### Wires at chosen ports, followed through buffers, run 1

Scale: 4 px per um.
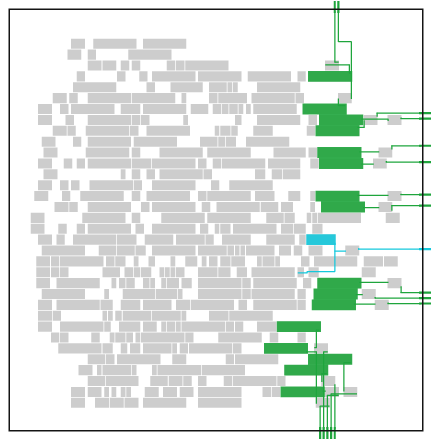
### Clock network drawn from the DEF, run 1

Scale: 4 px per um.
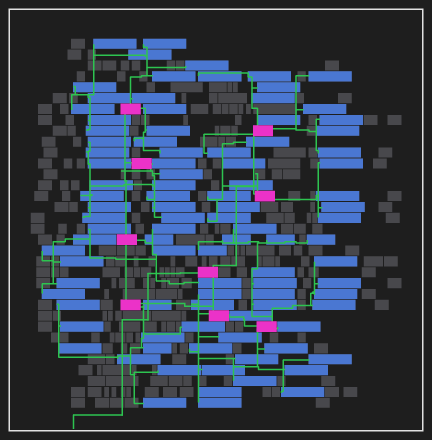
### Wiring heat map, run 1

Scale: 4 px per um. 21 x 21 tiles, from white (low) to dark blue (high), scaled to the fullest tile. Values are wire area over tile area, all layers added.
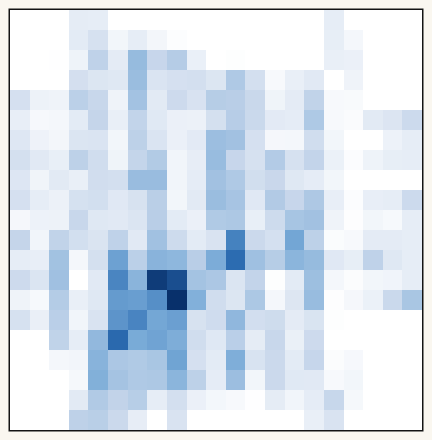
===== config.mk =====
export PLATFORM = sky130hd
export DESIGN_NAME = pipelined_slice_adder
export DESIGN_NICKNAME = d
export VERILOG_FILES = /design/src/rtl/pipelined_slice_adder.sv
export SDC_FILE = /design/constraint.sdc
export NUM_CORES = 1
export LEC_CHECK = 0
export ABC_AREA = 0
export CORE_AREA = 5 5 98 100
export CTS_BUF_LIST = sky130_fd_sc_hd__clkbuf_4 sky130_fd_sc_hd__clkbuf_8
export DETAILED_ROUTE_END_ITERATION = 10
export DIE_AREA = 0 0 103 105
export PLACE_DENSITY = 0.76
export SYNTH_ARGS = -nofsm -noshare
export SYNTH_HDL_FRONTEND = slang
export SYNTH_SLANG_ARGS = --single-unit
export TNS_END_PERCENT = 20

===== constraint.sdc =====
create_clock -name clk -period 1.9 [get_ports clk]
set_input_delay 0.285 -clock clk [delete_from_list [all_inputs] [get_ports clk]]
set_output_delay 0.285 -clock clk [all_outputs]
set_load 0.005 [all_outputs]

===== src/rtl/pipelined_slice_adder.sv =====
// pipelined_slice_adder: WIDTH-bit adder with carry-in, cut into STAGES
// carry-propagating slices with one register boundary per slice.
// valid/ready streaming on both sides, global stall on back-pressure.
// Optional feature macro: PIPE_ADDER_SAT_EN (signed saturation of out_sum
// in the final stage; out_carry/out_ovf keep reporting the raw flags).
module pipelined_slice_adder #(
  parameter int WIDTH  = 16,
  parameter int STAGES = 4
) (
  input  logic             clk,
  input  logic             rst_n,
  input  logic             in_valid,
  output logic             in_ready,
  input  logic [WIDTH-1:0] in_a,
  input  logic [WIDTH-1:0] in_b,
  input  logic             in_carry,
  output logic             out_valid,
  input  logic             out_ready,
  output logic [WIDTH-1:0] out_sum,
  output logic             out_carry,
  output logic             out_ovf
);

  localparam int SW = WIDTH / STAGES;

  if (STAGES < 1 || (WIDTH % STAGES) != 0) begin : g_param_check
    $error("pipelined_slice_adder: WIDTH must be a multiple of STAGES and STAGES >= 1");
  end

  // Per-stage registers: valid bit, skewed operands, partial sum, slice carry
  logic             vld_q [STAGES];
  logic [WIDTH-1:0] a_q   [STAGES];
  logic [WIDTH-1:0] b_q   [STAGES];
  logic [WIDTH-1:0] sum_q [STAGES];
  logic             cy_q  [STAGES];
  logic             ovf_q;

  // Per-stage combinational view: what enters the stage and what it produces
  logic             vin_w  [STAGES];
  logic [WIDTH-1:0] a_w    [STAGES];
  logic [WIDTH-1:0] b_w    [STAGES];
  logic [WIDTH-1:0] sum_w  [STAGES];
  logic             cin_w  [STAGES];
  logic [WIDTH-1:0] sum_nx [STAGES];
  logic             cy_nx  [STAGES];

  logic             advance;
  logic             carry_into_msb;
  logic             ovf_nx;
  logic [WIDTH-1:0] sum_fin;

  assign advance  = !vld_q[STAGES-1] || out_ready;
  assign in_ready = advance;

  for (genvar k = 0; k < STAGES; k++) begin : g_stage
    logic [SW:0]      slice;
    logic [WIDTH-1:0] merged;

    if (k == 0) begin : g_head
      assign vin_w[k] = in_valid;
      assign a_w[k]   = in_a;
      assign b_w[k]   = in_b;
      assign cin_w[k] = in_carry;
      assign sum_w[k] = '0;
    end else begin : g_tail
      assign vin_w[k] = vld_q[k-1];
      assign a_w[k]   = a_q[k-1];
      assign b_w[k]   = b_q[k-1];
      assign cin_w[k] = cy_q[k-1];
      assign sum_w[k] = sum_q[k-1];
    end

    assign slice = {1'b0, a_w[k][k*SW +: SW]} + {1'b0, b_w[k][k*SW +: SW]}
                 + {{SW{1'b0}}, cin_w[k]};

    // Drop this stage's slice result into the sum carried forward from earlier stages
    always_comb begin
      merged = sum_w[k];
      merged[k*SW +: SW] = slice[SW-1:0];
    end

    assign sum_nx[k] = merged;
    assign cy_nx[k]  = slice[SW];
  end

  // Signed overflow: carry into the MSB recovered from the MSB sum bit and operands
  assign carry_into_msb = a_w[STAGES-1][WIDTH-1] ^ b_w[STAGES-1][WIDTH-1]
                        ^ sum_nx[STAGES-1][WIDTH-1];
  assign ovf_nx = carry_into_msb ^ cy_nx[STAGES-1];

`ifdef PIPE_ADDER_SAT_EN
  // Clamp to the most positive/negative value; sign of the operands tells direction
  always_comb begin
    sum_fin = sum_nx[STAGES-1];
    if (ovf_nx)
      sum_fin = {a_w[STAGES-1][WIDTH-1], {(WIDTH-1){~a_w[STAGES-1][WIDTH-1]}}};
  end
`else
  assign sum_fin = sum_nx[STAGES-1];
`endif

  // Whole pipe shifts together on advance; data only loads behind a valid beat
  always_ff @(posedge clk) begin
    if (!rst_n) begin
      for (int k = 0; k < STAGES; k++) begin
        vld_q[k] <= 1'b0;
        a_q[k]   <= '0;
        b_q[k]   <= '0;
        sum_q[k] <= '0;
        cy_q[k]  <= 1'b0;
      end
      ovf_q <= 1'b0;
    end else if (advance) begin
      for (int k = 0; k < STAGES; k++) begin
        vld_q[k] <= vin_w[k];
        if (vin_w[k]) begin
          a_q[k]   <= a_w[k];
          b_q[k]   <= b_w[k];
          cy_q[k]  <= cy_nx[k];
          sum_q[k] <= (k == STAGES - 1) ? sum_fin : sum_nx[k];
        end
      end
      if (vin_w[STAGES-1])
        ovf_q <= ovf_nx;
    end
  end

  assign out_valid = vld_q[STAGES-1];
  assign out_sum   = sum_q[STAGES-1];
  assign out_carry = cy_q[STAGES-1];
  assign out_ovf   = ovf_q;

endmodule


==> flow_metrics.env, run 1 <==
# physical design summary
export IMPL_rrSetupSlack_ps=80
export IMPL_drt_wl_total_um=5480
export IMPL_synth_distinct_cells=31
export IMPL_hold_path_end="vld_q[2]"
export IMPL_top_power_group="registers"
export IMPL_num_rows=34
export IMPL_mux_share_pct=0
export IMPL_avgSynthCellArea_um2=14.3
export IMPL_stdcell_count=473
export IMPL_netlist_top_cell_by_area="edfxtp_1"
export IMPL_tightest_slew_ps=554
export IMPL_netlist_instances=294
export IMPL_crit_buf_inv=0
export IMPL_total_power_uw=4130
export IMPL_finalWeightedCongestion=0.774
export IMPL_comb_area_um2=1250
export IMPL_setup_ws_ps=80.5
export IMPL_grt_pass1_vias=2293
export IMPL_seq_area_frac_synth_pct=67.4
export IMPL_p_int_uw=3270
export IMPL_tns_ps=0
export IMPL_holdPathStages=2
export IMPL_hold_viol_final=0
export IMPL_synthAdderAreaFrac_pct=7.36
export IMPL_fp_utilization_pct=49.1
export IMPL_inv_count=23
export IMPL_cp_startpoint="a_q[0][44]"
export IMPL_comb_share_pct=24.2
export IMPL_cts_tree="built"
export IMPL_path_class="flop to flop"
export IMPL_synth_edff_count=90
export IMPL_grt_overflow_total=0
export IMPL_buf_share_pct=12.8
export IMPL_layout_top_cells="edfxtp_1 (90), and2_1 (75), clkdlybuf4s50_1 (56)"
export IMPL_max_stage_delay_ps=400
export IMPL_sw_frac_of_total_pct=20.7
export IMPL_vdd_drop_max_mv=0.427
export IMPL_regArea_um2=2840
export IMPL_cp_end_kind="flop"
export IMPL_dieHeight_um=105
export IMPL_clk_share_pct=3.57
export IMPL_layout_nets=418
export IMPL_cts_inserted_buffers=9
export IMPL_power_switching_uw=856
export IMPL_r2r_cells=6
export IMPL_final_core_util_pct=60.0
export IMPL_drtIter0Drc=94
export IMPL_place_inst=458
export IMPL_insertion_delay_ps=340
export IMPL_die_x_um=103
export IMPL_n_tap_cell=108
export IMPL_cts_resized=2
export IMPL_r2r_end="out_ovf"
export IMPL_cp_cell_sequence="fa_2 -> fa_2 -> a21o_1 -> a21oi_2 -> xnor2_1 -> a21oi_1"
export IMPL_vias=2185
export IMPL_dpl_hpwl_um=4190
export IMPL_worstHoldStart="vld_q[2]"
export IMPL_status="complete, no violations"
export IMPL_clk_pin_slew_ps=80
export IMPL_cts_setup_buffers=0
export IMPL_place_ws_ps=-351
export IMPL_num_antenna_cells=0
export IMPL_clock_buffer_count=9
export IMPL_tool_warnings=27
export IMPL_core_um2=8590
export IMPL_cts_sinks=97
export IMPL_io_pins=57
export IMPL_path_delay_family="adder cells"
export IMPL_flop_cell="edfxtp_1"
export IMPL_ys_ff=97
export IMPL_portBuffers=56
export IMPL_final_max_slew_viol_count=0
Notes on 'Wires at chosen ports, followed through buffers' above:
| port | colour | direction | edge | end cells | wire |
|---|---|---|---|---|---|
| out_ovf | cyan | output | right | 1 | 35.0 um |
| out_sum | green | output | 9 right, 5 bottom, 2 top | 16 | 266 um |

Notes on 'Clock network drawn from the DEF' above:
[clock-net drivers] magenta | count: 9
[flip-flops] blue | count: 97
[clock wires] green | length: 947 um
routed clock nets: 10

Notes on 'Wiring heat map' above:
nearly empty tiles: 25%
mean over tiles: 0.080
fullest tile: 0.49

## run 1: flip-flops by register name (all words and copies together), names as in the netlist
| name | cells |
|---|---|
| vld_q | 4 |
| a_q | 24 |
| out_ovf | 1 |
| b_q | 24 |
| cy_q | 4 |
| sum_q | 40 |
## run 1: worst max path at each step
stage	endpoint	cells after the start
2_1_floorplan	out_ovf	6
3_3_place_gp	cy_q[0]	7
3_5_place_dp	cy_q[0]	7
4_1_cts	cy_q[1]	6
5_1_grt	cy_q[0]	7
6_report	out_ovf	6
## run 1: worst min-delay path, stage by stage (launching register included)
cell	delay, ps
dfxtp_1	340
inv_1	70
o21ai_2	50
## run 1: metal layers
metal	up-vias	routed length [um]	track usage [%]
li1	1138	-	-
met1	993	2360	14.6
met2	45	2800	19.2
met3	9	235	2.27
met4	0	85	5.27
met5	-	0	0
### Gate families picked out, run 1

Scale: 4 px per um.
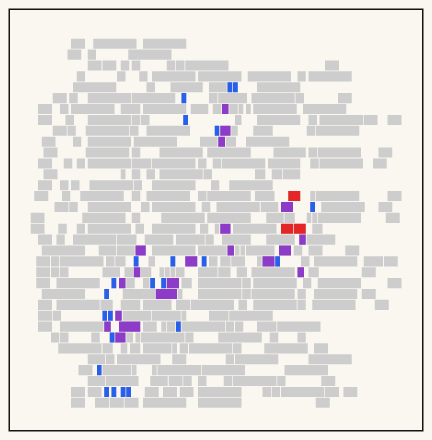

==> run 2, diff against run 1 <==
Settings changed: CORE_AREA 5 5 98 100 to 5 5 97 99, DIE_AREA 0 0 103 105 to 0 0 102 104, PLACE_DENSITY 0.76 to 0.77, RECOVER_POWER set to 50, SETUP_SLACK_MARGIN set to 0.05.
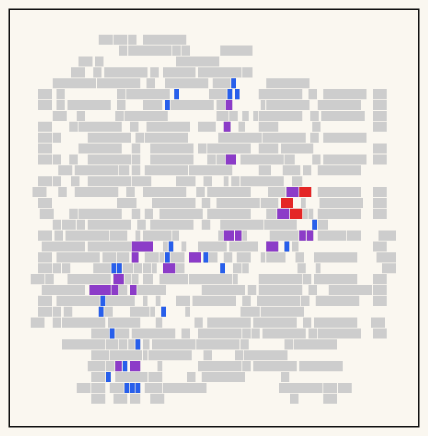
*Gate families picked out, run 2*
Scale: 4 px per um.
| family | colour | cells |
|---|---|---|
| aoi and oai cells | purple | 20 |
| inv cells | blue | 23 |
| xor and xnor cells | red | 3 |

==> run 2 against run 1 <==
  * Hold slack got worse by 24 ps
  * First-iteration DRC count shrank 46%
  * Clock skew increased by 2.7 ps
  * Non-clock buffer count did not move
  * Sequential power is essentially flat
  * Design area is 0.92% lower
  * Worst setup slack worse by 40 ps
  * Utilization up 0.34 points
  * Critical path type unchanged
  * Largest cell class unchanged
==> flow_metrics.env, run 2 <==
# physical design summary
export IMPL_status="complete, no violations"
export IMPL_insertion_delay_ps=350
export IMPL_path_depth=6
export IMPL_seq_area_frac_synth_pct=67.4
export IMPL_num_antenna_cells=0
export IMPL_cp_cell_sequence="fa_2 -> fa_2 -> a21o_1 -> a21oi_2 -> xnor2_1 -> a21oi_1"
export IMPL_synth_edff_count=90
export IMPL_r2r_cells=6
export IMPL_cts_sinks=97
export IMPL_tns_ps=0
export IMPL_top_usage_layer="met2"
export IMPL_path_class="flop to flop"
export IMPL_num_rows=34
export IMPL_buf_share_pct=11.8
export IMPL_cp_end_kind="flop"
export IMPL_place_ws_ps=-340
export IMPL_sw_frac_of_total_pct=21.5
export IMPL_top_regs="sum_q x40, a_q x24, b_q x24"
export IMPL_grtUsageMet1_pct=14.9
export IMPL_synth_distinct_cells=31
export IMPL_clk_pin_slew_ps=90
export IMPL_holdPathStages=2
export IMPL_fp_utilization_pct=49.8
export IMPL_finalWeightedCongestion=0.782
export IMPL_dr_wl_met2_um=2690
export IMPL_hold_viol_final=0
export IMPL_place_inst=457
export IMPL_vias_per_cell=4.60
export IMPL_stdcell_count=473
export IMPL_path_delay_family="adder cells"
export IMPL_cp_startpoint="b_q[0][44]"
export IMPL_netlist_instances=294
export IMPL_final_core_util_pct=60.3
export IMPL_vdd_drop_max_mv=0.411
export IMPL_netlist_top_cell_by_area="edfxtp_1"
export IMPL_core_um2=8470
export IMPL_met2_usage_pct=18.1
export IMPL_comb_share_pct=24.4
export IMPL_mux_share_pct=0
export IMPL_portBuffers=56
export IMPL_clk_share_pct=3.72
export IMPL_drtIter0Drc=51
export IMPL_dr_wl_met3_um=321
export IMPL_p_int_uw=3270
export IMPL_max_stage_delay_ps=430
export IMPL_io_pins=57
export IMPL_final_max_slew_viol_count=0
export IMPL_drt_met1_wl_um=2420
export IMPL_grt_overflow_total=0
export IMPL_crit_buf_inv=0
export IMPL_cts_tree="built"
export IMPL_total_power_uw=4170
export IMPL_layout_top_cells="edfxtp_1 (90), and2_1 (68), clkdlybuf4s50_1 (53)"
export IMPL_regArea_um2=2840
export IMPL_largest_reg_flops=40
export IMPL_dieHeight_um=104
export IMPL_tightest_slew_ps=641
export IMPL_synthAdderAreaFrac_pct=7.36
export IMPL_n_tap_cell=108
export IMPL_rsz0062_at_grt="yes"
export IMPL_grt_pass1_vias=2165
export IMPL_r2r_end="out_ovf"
export IMPL_top_power_group="registers"
export IMPL_dpl_hpwl_um=4120
export IMPL_highest_layer="met4"
export IMPL_largest_register="sum_q"
export IMPL_drt_wl_total_um=5530
export IMPL_power_switching_uw=899
export IMPL_setup_ws_ps=40.8
export IMPL_crit_path_max_fanout=2
export IMPL_comb_area_um2=1250
export IMPL_grt_use_met3_pct=3.22
[run 2: cell count changes in the layout (fill, tap and decap cells not counted), sizes merged, moves of 2 or more]
cell | previous run | this run
buf | 8 | 2
clkbuf | 9 | 15
clkdlybuf4s50 | 56 | 53
dlygate4sd3 | 0 | 2
inv | 23 | 25
[run 2: repair_timing]
item,in CTS,in global routing
pin swaps,5,5
setup buffers,1,0
endpoints found under the setup margin,4,7
gates resized,3,7
[run 2: how the worst max path moves through the flow]
stage	end	slack, ps
detailed placement	cy_q[0]	-340
floorplan	out_ovf	90
global placement	cy_q[0]	-270
CTS	out_ovf	30
finish	out_ovf	40
global route	out_ovf	-10
### Routing congestion map, run 2

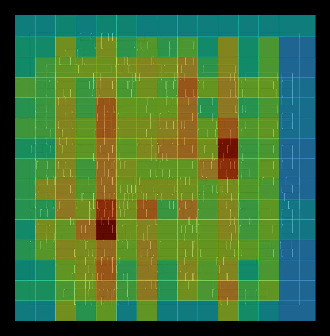

==> run 3, diff against run 2 <==
Settings changed: CORE_AREA 5 5 97 99 to 2 2 98 100, DIE_AREA 0 0 102 104 to 0 0 100 102, PLACE_DENSITY 0.77 to 0.72.
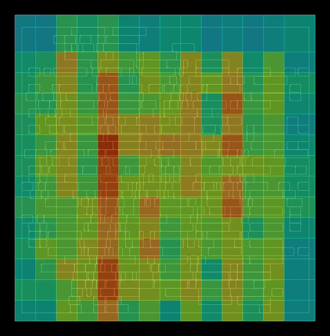
*Routing congestion map, run 3*
GR Util met1: 14.4%
GRT Total Usage: 11.9%
Routed wire per std cell: 11.5 um
GR Util met2: 20.5%

==> run 3 against run 2 <==
  * Clock power up 7%
  * Global-route usage grew 0.37 points
  * Clock skew is 0.71 ps higher
==> flow_metrics.env, run 3 <==
# physical design summary
export IMPL_status="complete, no violations"
export IMPL_drtIter0Drc=62
export IMPL_ys_ff=97
export IMPL_holdCritPathClass="flop to flop"
export IMPL_dr_wl_met2_um=2650
export IMPL_total_power_uw=4250
export IMPL_crit_slowest_cell="edfxtp_1"
export IMPL_place_inst=460
export IMPL_comb_area_um2=1250
export IMPL_p_int_uw=3300
export IMPL_mux_share_pct=0
export IMPL_max_stage_delay_ps=410
export IMPL_flop_cell="edfxtp_1"
export IMPL_finalWeightedCongestion=0.793
export IMPL_portBuffers=56
export IMPL_synth_distinct_cells=31
export IMPL_rsz0062_at_grt="yes"
export IMPL_tool_warnings=28
export IMPL_fp_utilization_pct=46.3
export IMPL_powerDensity_nw_per_um2=830
export IMPL_rrSetupSlack_ps=100
export IMPL_worstHoldStart="vld_q[2]"
export IMPL_yosys_area_share_aoi_pct=3.89
export IMPL_cts_sinks=97
export IMPL_dpl_hpwl_um=4060
export IMPL_seq_area_frac_synth_pct=67.4
export IMPL_power_switching_uw=953
export IMPL_cts_setup_buffers=0
export IMPL_cp_startpoint="a_q[0][44]"
export IMPL_path_class="flop to flop"
export IMPL_clk_pin_slew_ps=100
export IMPL_netlist_top_cell_by_area="edfxtp_1"
export IMPL_chip_area_um2=10200
export IMPL_hold_viol_final=0
export IMPL_grt_max_degree=29
export IMPL_cp_end_kind="flop"
export IMPL_clock_skew_ps=9.85
export IMPL_die_x_um=100
export IMPL_vias_per_cell=4.56
export IMPL_top_cells_by_area="edfxtp_1 (64%), and2_1 (11%), fa_1 (3.8%)"
export IMPL_netlist_instances=294
export IMPL_avgSynthCellArea_um2=14.3
export IMPL_crit_buf_inv=0
export IMPL_vdd_drop_max_mv=0.345
export IMPL_hold_path_end="vld_q[2]"
export IMPL_holdPathStages=2
export IMPL_drt_met1_wl_um=2460
export IMPL_final_core_util_pct=56.3
export IMPL_stdcell_count=476
export IMPL_synth_edff_count=90
export IMPL_layout_nets=417
export IMPL_insertion_delay_ps=360
export IMPL_crit_path_max_fanout=2
export IMPL_clockBufferDepth=2
export IMPL_top_regs="sum_q x40, a_q x24, b_q x24"
export IMPL_cts_inserted_buffers=9
export IMPL_top_power_group="registers"
export IMPL_grt_pass1_vias=2134
export IMPL_tightest_slew_ps=656
export IMPL_setup_ws_ps=95.5
export IMPL_num_antenna_cells=0
export IMPL_highest_layer="met4"
export IMPL_cts_tree="built"
export IMPL_syn_to_final_growth_pct=21.5
export IMPL_path_delay_family="adder cells"
export IMPL_clock_net_power_uw=1380
export IMPL_drt_wl_total_um=5470
export IMPL_place_ws_ps=-292
export IMPL_dr_wl_met3_um=228
export IMPL_vias=2172
export IMPL_final_max_slew_viol_count=0
export IMPL_r2r_cells=6
export IMPL_r2r_end="out_ovf"
export IMPL_io_pins=57
export IMPL_regArea_um2=2840
export IMPL_synthArstFlopShare_pct=0
export IMPL_synthAdderAreaFrac_pct=7.36
export IMPL_dieHeight_um=102
export IMPL_layout_top_cells="edfxtp_1 (90), and2_1 (69), clkdlybuf4s50_1 (48)"
export IMPL_largest_reg_flops=40
export IMPL_cp_cell_sequence="fa_2 -> fa_2 -> a21o_1 -> a21oi_2 -> xnor2_1 -> a21oi_1"
export IMPL_endpoint="out_ovf"
export IMPL_largest_register="sum_q"
export IMPL_grt_overflow_total=0
export IMPL_tns_ps=0
export IMPL_sw_frac_of_total_pct=22.4
export IMPL_core_um2=9110
export IMPL_path_depth=6
export IMPL_num_rows=35
==> run 3: cell type report <==
class / count / area share (%)
repair buffers: 63 / 11.6
inverters: 23 / 1.68
well taps: 111 / 2.71
clock inverters: 7 / 1.71
clock buffers: 9 / 2.42
multi-input cells: 166 / 24.4
flip-flops and latches: 97 / 55.5
==> run 3: metal layers <==
| layer | GRT usage [%] | vias up |
|---|---|---|
| met5 | 0 | - |
| met4 | 6.01 | 0 |
| met3 | 2.33 | 12 |
| met2 | 20.5 | 50 |
| met1 | 14.4 | 970 |
| li1 | - | 1140 |
==> run 3: timing repair <==
| action | 4_1_cts | 5_1_grt |
|---|---|---|
| pin swaps | 0 | 3 |
| gates resized | 2 | 6 |
| endpoints found under the setup margin | 3 | 6 |
Power and IR drop assume default switching activity.
